Run 1, the metal 3 layer:
Scale bar: 20 um.
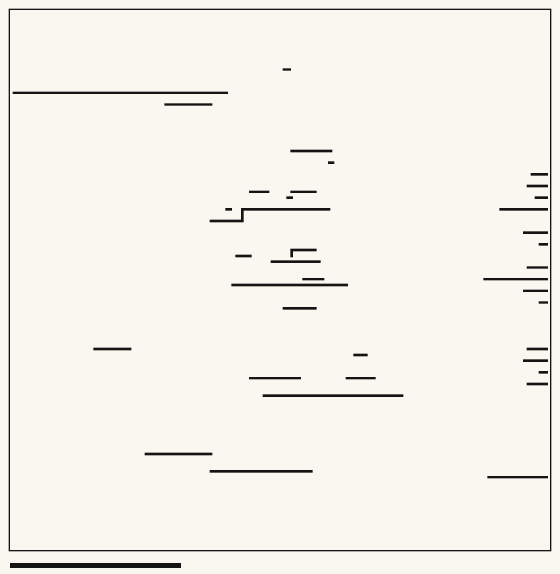
Run 1, placed standard cells:
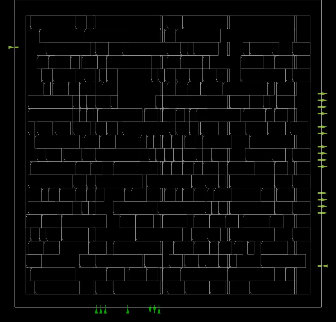
Run 1, I/O nets highlighted:
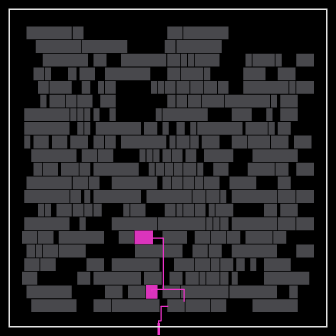
[src/rtl/keypad_pkg.sv]
`default_nettype none
// +----------------------------------------------------------------------+
// | keypad_pkg                                                           |
// | Shared state encoding, default timing and column decode for keypad.  |
// | Revision: 1.0                                                        |
// +----------------------------------------------------------------------+
package keypad_pkg;

    typedef enum logic [1:0] {
        SCAN     = 2'd0,
        DEBOUNCE = 2'd1,
        PRESSED  = 2'd2
    } kp_state_t;

    localparam int c_scan_div_default  = 50000;
    localparam int c_deb_count_default = 10;

    // Returns {single_key, col_idx}; single_key is low for no key or ghosting.
    function automatic logic [2:0] col_decode(input logic [3:0] cols);
        case (cols)
            4'b1110: col_decode = 3'b100;
            4'b1101: col_decode = 3'b101;
            4'b1011: col_decode = 3'b110;
            4'b0111: col_decode = 3'b111;
            default: col_decode = 3'b000;
        endcase
    endfunction

endpackage
`default_nettype wire

[src/rtl/sync_2ff.sv]
`default_nettype none
// +----------------------------------------------------------------------+
// | sync_2ff                                                             |
// | Two-flop synchronizer, resets to all ones (idle keypad columns).     |
// | Revision: 1.0                                                        |
// +----------------------------------------------------------------------+
module sync_2ff #(
    parameter int WIDTH = 4
) (
    input  logic             clk,
    input  logic             reset_n,
    input  logic [WIDTH-1:0] i_d,
    output logic [WIDTH-1:0] o_q
);

    logic [WIDTH-1:0] r_meta;
    logic [WIDTH-1:0] r_sync;

    always_ff @(posedge clk or negedge reset_n) begin
        if (!reset_n) begin
            r_meta <= '1;
            r_sync <= '1;
        end else begin
            r_meta <= i_d;
            r_sync <= r_meta;
        end
    end

    assign o_q = r_sync;

endmodule
`default_nettype wire

[src/rtl/keypad_scan_ctrl.sv]
`default_nettype none
// +----------------------------------------------------------------------+
// | keypad_scan_ctrl                                                     |
// | 4x4 keypad row scanner with debounce, ghost rejection and PIO flags. |
// | Revision: 1.0                                                        |
// +----------------------------------------------------------------------+
module keypad_scan_ctrl
    import keypad_pkg::*;
#(
    parameter int SCAN_DIV  = c_scan_div_default,
    parameter int DEB_COUNT = c_deb_count_default
) (
    input  logic       clk,
    input  logic       reset_n,
    output logic [3:0] row,
    input  logic [3:0] col,
    output logic [3:0] key_code,
    output logic       key_valid,
    input  logic       key_ack,
    output logic       key_down,
    output logic       key_overrun,
    output logic [4:0] keyout
);

    localparam int c_div_w = $clog2(SCAN_DIV);
    localparam int c_deb_w = $clog2(DEB_COUNT);
    localparam logic [c_div_w-1:0] c_div_last = c_div_w'(SCAN_DIV - 1);
    localparam logic [c_deb_w-1:0] c_deb_last = c_deb_w'(DEB_COUNT - 1);
    localparam logic [c_deb_w-1:0] c_deb_one  = c_deb_w'(1);

    logic [3:0]         w_col_s;
    logic [2:0]         w_col_dec;
    logic               w_single;
    logic [1:0]         w_col_idx;
    logic               w_all_high;
    logic               w_tick;
    logic               w_ack_ok;

    kp_state_t          r_state;
    kp_state_t          w_state_nxt;
    logic [c_div_w-1:0] r_div_cnt;
    logic [c_deb_w-1:0] r_deb_cnt;
    logic [c_deb_w-1:0] w_deb_nxt;
    logic [1:0]         r_row_idx;
    logic [1:0]         r_cand_col;
    logic               w_row_adv;
    logic               w_cand_ld;
    logic               w_confirm;
    logic               w_release;

    logic [3:0]         r_key_code;
    logic               r_key_valid;
    logic               r_key_down;
    logic               r_key_overrun;

    sync_2ff #(.WIDTH(4)) u_col_sync (
        .clk     (clk),
        .reset_n (reset_n),
        .i_d     (col),
        .o_q     (w_col_s)
    );

    assign w_col_dec  = col_decode(w_col_s);
    assign w_single   = w_col_dec[2];
    assign w_col_idx  = w_col_dec[1:0];
    assign w_all_high = (w_col_s == 4'b1111);
    assign w_tick     = (r_div_cnt == c_div_last);
    assign w_ack_ok   = key_ack & r_key_valid;

    always_ff @(posedge clk or negedge reset_n) begin
        if (!reset_n) begin
            r_state <= SCAN;
        end else begin
            r_state <= w_state_nxt;
        end
    end

    // Columns are only evaluated on the last cycle of each dwell.
    always_comb begin
        w_state_nxt = r_state;
        w_deb_nxt   = r_deb_cnt;
        w_row_adv   = 1'b0;
        w_cand_ld   = 1'b0;
        w_confirm   = 1'b0;
        w_release   = 1'b0;
        if (w_tick) begin
            unique case (r_state)
                SCAN: begin
                    if (w_single) begin
                        w_state_nxt = DEBOUNCE;
                        w_deb_nxt   = c_deb_one;
                        w_cand_ld   = 1'b1;
                    end else begin
                        w_row_adv = 1'b1;
                    end
                end
                DEBOUNCE: begin
                    if (w_single && (w_col_idx == r_cand_col)) begin
                        if (r_deb_cnt == c_deb_last) begin
                            w_state_nxt = PRESSED;
                            w_deb_nxt   = '0;
                            w_confirm   = 1'b1;
                        end else begin
                            w_deb_nxt = r_deb_cnt + 1'b1;
                        end
                    end else begin
                        w_state_nxt = SCAN;
                        w_deb_nxt   = '0;
                        w_row_adv   = 1'b1;
                    end
                end
                PRESSED: begin
                    if (w_all_high) begin
                        if (r_deb_cnt == c_deb_last) begin
                            w_state_nxt = SCAN;
                            w_deb_nxt   = '0;
                            w_row_adv   = 1'b1;
                            w_release   = 1'b1;
                        end else begin
                            w_deb_nxt = r_deb_cnt + 1'b1;
                        end
                    end else begin
                        w_deb_nxt = '0;
                    end
                end
                default: begin
                    w_state_nxt = SCAN;
                    w_deb_nxt   = '0;
                end
            endcase
        end
    end

    always_ff @(posedge clk or negedge reset_n) begin
        if (!reset_n) begin
            r_div_cnt     <= '0;
            r_deb_cnt     <= '0;
            r_row_idx     <= '0;
            r_cand_col    <= '0;
            r_key_code    <= '0;
            r_key_valid   <= 1'b0;
            r_key_down    <= 1'b0;
            r_key_overrun <= 1'b0;
        end else begin
            r_div_cnt <= w_tick ? '0 : r_div_cnt + 1'b1;
            r_deb_cnt <= w_deb_nxt;
            if (w_row_adv) r_row_idx <= r_row_idx + 2'd1;
            if (w_cand_ld) r_cand_col <= w_col_idx;

            if (w_confirm)      r_key_down <= 1'b1;
            else if (w_release) r_key_down <= 1'b0;

            // An unacknowledged pending event wins over a new press.
            if (w_confirm && r_key_valid && !key_ack) begin
                r_key_overrun <= 1'b1;
            end else if (w_confirm) begin
                r_key_code  <= {r_row_idx, r_cand_col};
                r_key_valid <= 1'b1;
            end else if (w_ack_ok) begin
                r_key_valid   <= 1'b0;
                r_key_overrun <= 1'b0;
            end
        end
    end

    assign row         = ~(4'b0001 << r_row_idx);
    assign key_code    = r_key_code;
    assign key_valid   = r_key_valid;
    assign key_down    = r_key_down;
    assign key_overrun = r_key_overrun;
    assign keyout      = {r_key_down, r_key_code};

endmodule
`default_nettype wire

[config.mk]
export PLATFORM = sky130hd
export DESIGN_NAME = keypad_scan_ctrl
export DESIGN_NICKNAME = d
export VERILOG_FILES = /design/src/rtl/keypad_pkg.sv /design/src/rtl/sync_2ff.sv /design/src/rtl/keypad_scan_ctrl.sv
export SDC_FILE = /design/constraint.sdc
export NUM_CORES = 1
export LEC_CHECK = 0
export CAP_MARGIN = 15
export CORE_MARGIN = 2
export CORE_UTILIZATION = 60
export CTS_CLUSTER_DIAMETER = 40
export DETAILED_ROUTE_END_ITERATION = 10
export GPL_TIMING_DRIVEN = 0
export PLACE_DENSITY = 0.84
export SYNTH_ARGS = -nofsm -noshare
export SYNTH_HDL_FRONTEND = slang
export SYNTH_SLANG_ARGS = --single-unit
[constraint.sdc]
create_clock -name clk -period 5 [get_ports clk]
set_input_delay 0.5 -clock clk [delete_from_list [all_inputs] [get_ports clk]]
set_output_delay 0.5 -clock clk [all_outputs]
set_load 0.03 [all_outputs]
==> deck_impl_summary.md, run 1 <==
Implementation Results

Setup path
  • Worst Path Buf+Inv: 1
  • CP Launch Type: flip-flop

CTS
  • Post-CTS Setup Bufs: 0
  • TritonCTS clock tree: yes
  • Longest Clk Path Bufs: 2
  • H-tree level count: 2
  • Clk sink count: 41

Detailed routing
  • Drt wl/cell: 15.0 um
  • Pre-Repair DR Iteration Count: 4
  • Met2 WL: 2240 um
  • Wl on met1: 1550 um

Final layout
  • Most frequent cells in the layout: dfrtp_1, clkdlybuf4s50_1, nand2_1
  • Largest class: flip-flops and latches
  • Utilization after layout: 73.0%
  • Clock buf count: 7
  • NumNets Final: 238

Power and ir drop
  • Switching Share: 22.5%
  • Switching power: 0.000124 W
  • Clk network pwr share: 34.4%
  • Pwr dens: 227 nW/um2

Outcome
  • Outcome: complete, no violations

Timing
  • Crit share post-route: 48.4%
  • Hold slack: 244 ps
  • Max transition margin: 41.6%
  • Post-route setup TNS: 0 ps
  • Fin crit period: 2420 ps

Logic synthesis
  • Yosys chip area: 2090 um2
  • Top comb family, area: simple AND/OR/NAND/NOR gates
  • Yosys adder share: 4.19%
  • Cells after Synth: 195

Hold path
  • HP Class: primary input to async pin

Placed design
  • I/O Buffers: 22
## Picture notes: 'the metal 3 layer'
share of all routed wire = 4.4%
main direction = horizontal
wire length on this layer = 177 um
longest straight run = 24.8 um
global-route track usage on met3: 5.54%
Via Count: 1580

## Picture notes: 'placed standard cells'
total core area: 3340 um2
Fillers: 242
flip-flops: 41
Seq area share: 42.5%
tapcell count: 46

## Picture notes: 'I/O nets highlighted'
`key_ack` -> magenta  # direction input, edge bottom, end cells 2, wire 27.1 um

Run 1, logic cells by family:
Scale bar: 20 um.
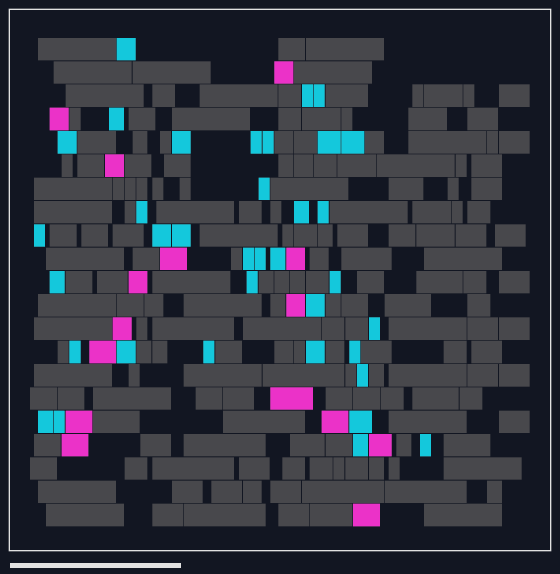

## Run 2: what changed since run 1
--- a/config.mk
+++ b/config.mk
@@ -7,11 +7,11 @@
 export LEC_CHECK = 0
 export CAP_MARGIN = 15
 export CORE_MARGIN = 2
-export CORE_UTILIZATION = 60
+export CORE_UTILIZATION = 50
 export CTS_CLUSTER_DIAMETER = 40
 export DETAILED_ROUTE_END_ITERATION = 10
 export GPL_TIMING_DRIVEN = 0
-export PLACE_DENSITY = 0.84
+export PLACE_DENSITY = 0.75
 export SYNTH_ARGS = -nofsm -noshare
 export SYNTH_HDL_FRONTEND = slang
 export SYNTH_SLANG_ARGS = --single-unit
==> constraint.sdc (replaced) <==
create_clock -name clk -period 2.15 [get_ports clk]
set_input_delay 0.215 -clock clk [delete_from_list [all_inputs] [get_ports clk]]
set_output_delay 0.215 -clock clk [all_outputs]
set_load 0.03 [all_outputs]
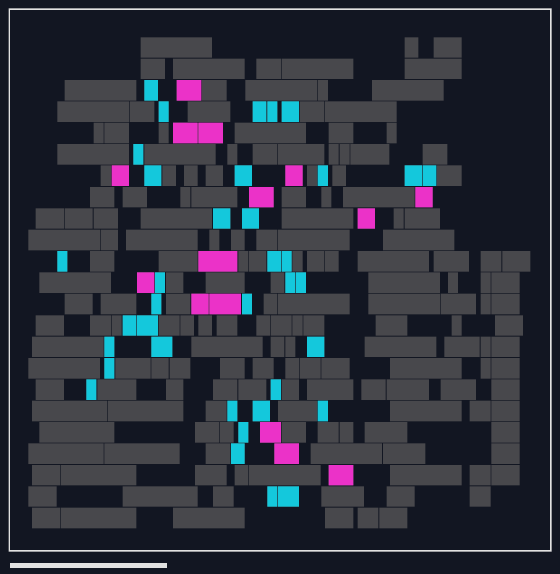
Run 2: logic cells by family
Scale bar: 20 um.
nand cells -> cyan  # cells 36
and/or cells -> magenta  # cells 15

==> deck_impl_summary.md, run 2 <==
Implementation Results

Hold path
  • HP Class: primary input to flip-flop

Floorplan
  • Total core area: 4000 um2
  • FP Util: 52.3%

Logic synthesis
  • Top comb family, area: simple AND/OR/NAND/NOR gates
  • Cells after Synth: 195
  • Yosys chip area: 2090 um2

Global route
  • Met2 Usage GRT: 27.0%
  • Global-route track usage on met3: 4.87%

Final layout
  • Clock buf count: 6
  • Flip-flops: 41
  • Seq area share: 41.3%
  • Largest class: flip-flops and latches
  • NumNets Final: 240
  • Most frequent cells in the layout: dfrtp_1, clkdlybuf4s50_1, nand2_1
  • Clock network area share: 3.29%

Detailed routing
  • Wl on met1: 1760 um
  • Drt wl/cell: 12.7 um
  • Met2 WL: 1560 um
  • Pre-Repair DR Iteration Count: 4

Timing
  • Hold slack: 327 ps
  • Crit share post-route: 96.3%
  • Fin crit period: 2070 ps
  • Max transition margin: 62.5%

Power and ir drop
  • Switching power: 0.000285 W
  • Pwr dens: 526 nW/um2
  • Clk network pwr share: 35.9%

Setup path
  • CP Launch Type: flip-flop

Outcome
  • Outcome: complete, no violations

CTS
  • Longest Clk Path Bufs: 2
  • TritonCTS clock tree: yes
  • H-tree level count: 2
  • Clk sink count: 41
  • Post-CTS Setup Bufs: 2

Placed design
  • I/O Buffers: 22
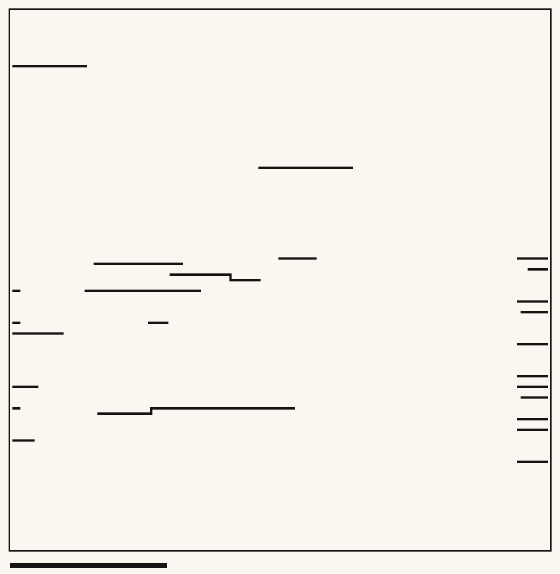
Run 2: the metal 3 layer
Scale bar: 20 um.
share of all routed wire = 4.1%
nets with wire on the layer = 21
main direction = horizontal
wire length on this layer = 143 um
longest straight run = 18.2 um

Run 2, local utilization:
The die is cut into 7 by 7 equal tiles; black is low, pale yellow is high, 0 to 100% covered.
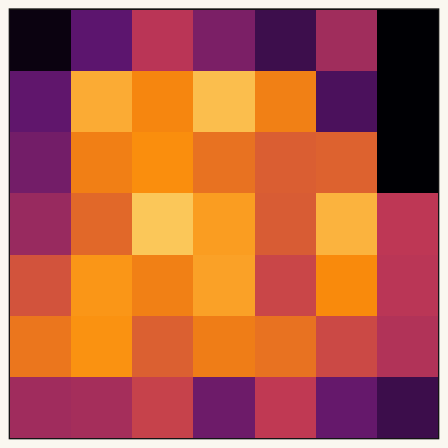

## Run 3: what changed since run 2
--- a/config.mk
+++ b/config.mk
@@ -5,8 +5,7 @@
 export SDC_FILE = /design/constraint.sdc
 export NUM_CORES = 1
 export LEC_CHECK = 0
-export CAP_MARGIN = 15
-export CORE_MARGIN = 2
+export CAP_MARGIN = 30
 export CORE_UTILIZATION = 50
 export CTS_CLUSTER_DIAMETER = 40
 export DETAILED_ROUTE_END_ITERATION = 10
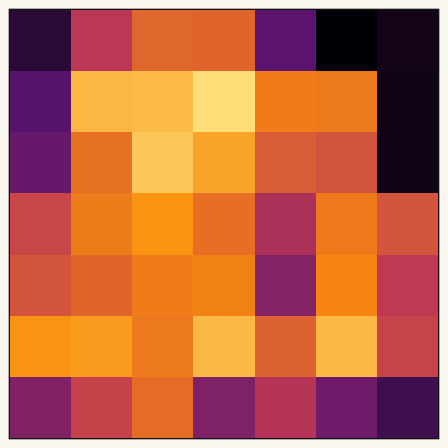
Run 3: local utilization
The die is cut into 7 by 7 equal tiles; black is low, pale yellow is high, 0 to 100% covered.
fullest tile = 93%
nearly empty tiles = 2.0%
emptiest ninth of the die = top right
mean over tiles = 55%
FP Util: 52.3%
utilization after layout: 62.7%
total core area: 4000 um2

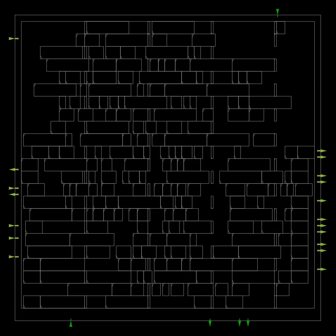
Run 3: placed standard cells
Finished Layout Cells: 274
tapcell count: 50
Fillers: 332
Seq area share: 41.3%

==> deck_impl_summary.md, run 3 <==
Implementation Results

Power and ir drop
  • Clk network pwr share: 39.4%
  • Switching Share: 21.1%
  • Switching power: 0.000293 W

CTS
  • Longest Clk Path Bufs: 2
  • Post-CTS Setup Bufs: 2
  • TritonCTS clock tree: yes
  • H-tree level count: 2
  • Clk sink count: 41

Detailed routing
  • Wl on met1: 1730 um
  • Via Count: 1515
  • Pre-Repair DR Iteration Count: 4

Global route
  • Global-route track usage on met3: 4.11%

Final layout
  • Largest class: flip-flops and latches
  • NumNets Final: 237

Logic synthesis
  • Yosys adder share: 4.19%
  • Yosys chip area: 2090 um2
  • Top comb family, area: simple AND/OR/NAND/NOR gates
  • Cells after Synth: 195

Hold path
  • HP Class: primary input to async pin

Timing
  • Post-route setup TNS: 0 ps
  • Crit share post-route: 96.4%
  • Hold slack: 34.7 ps

Outcome
  • Outcome: complete, no violations
Power figures rest on the tool's default switching activity, not on a simulated workload.
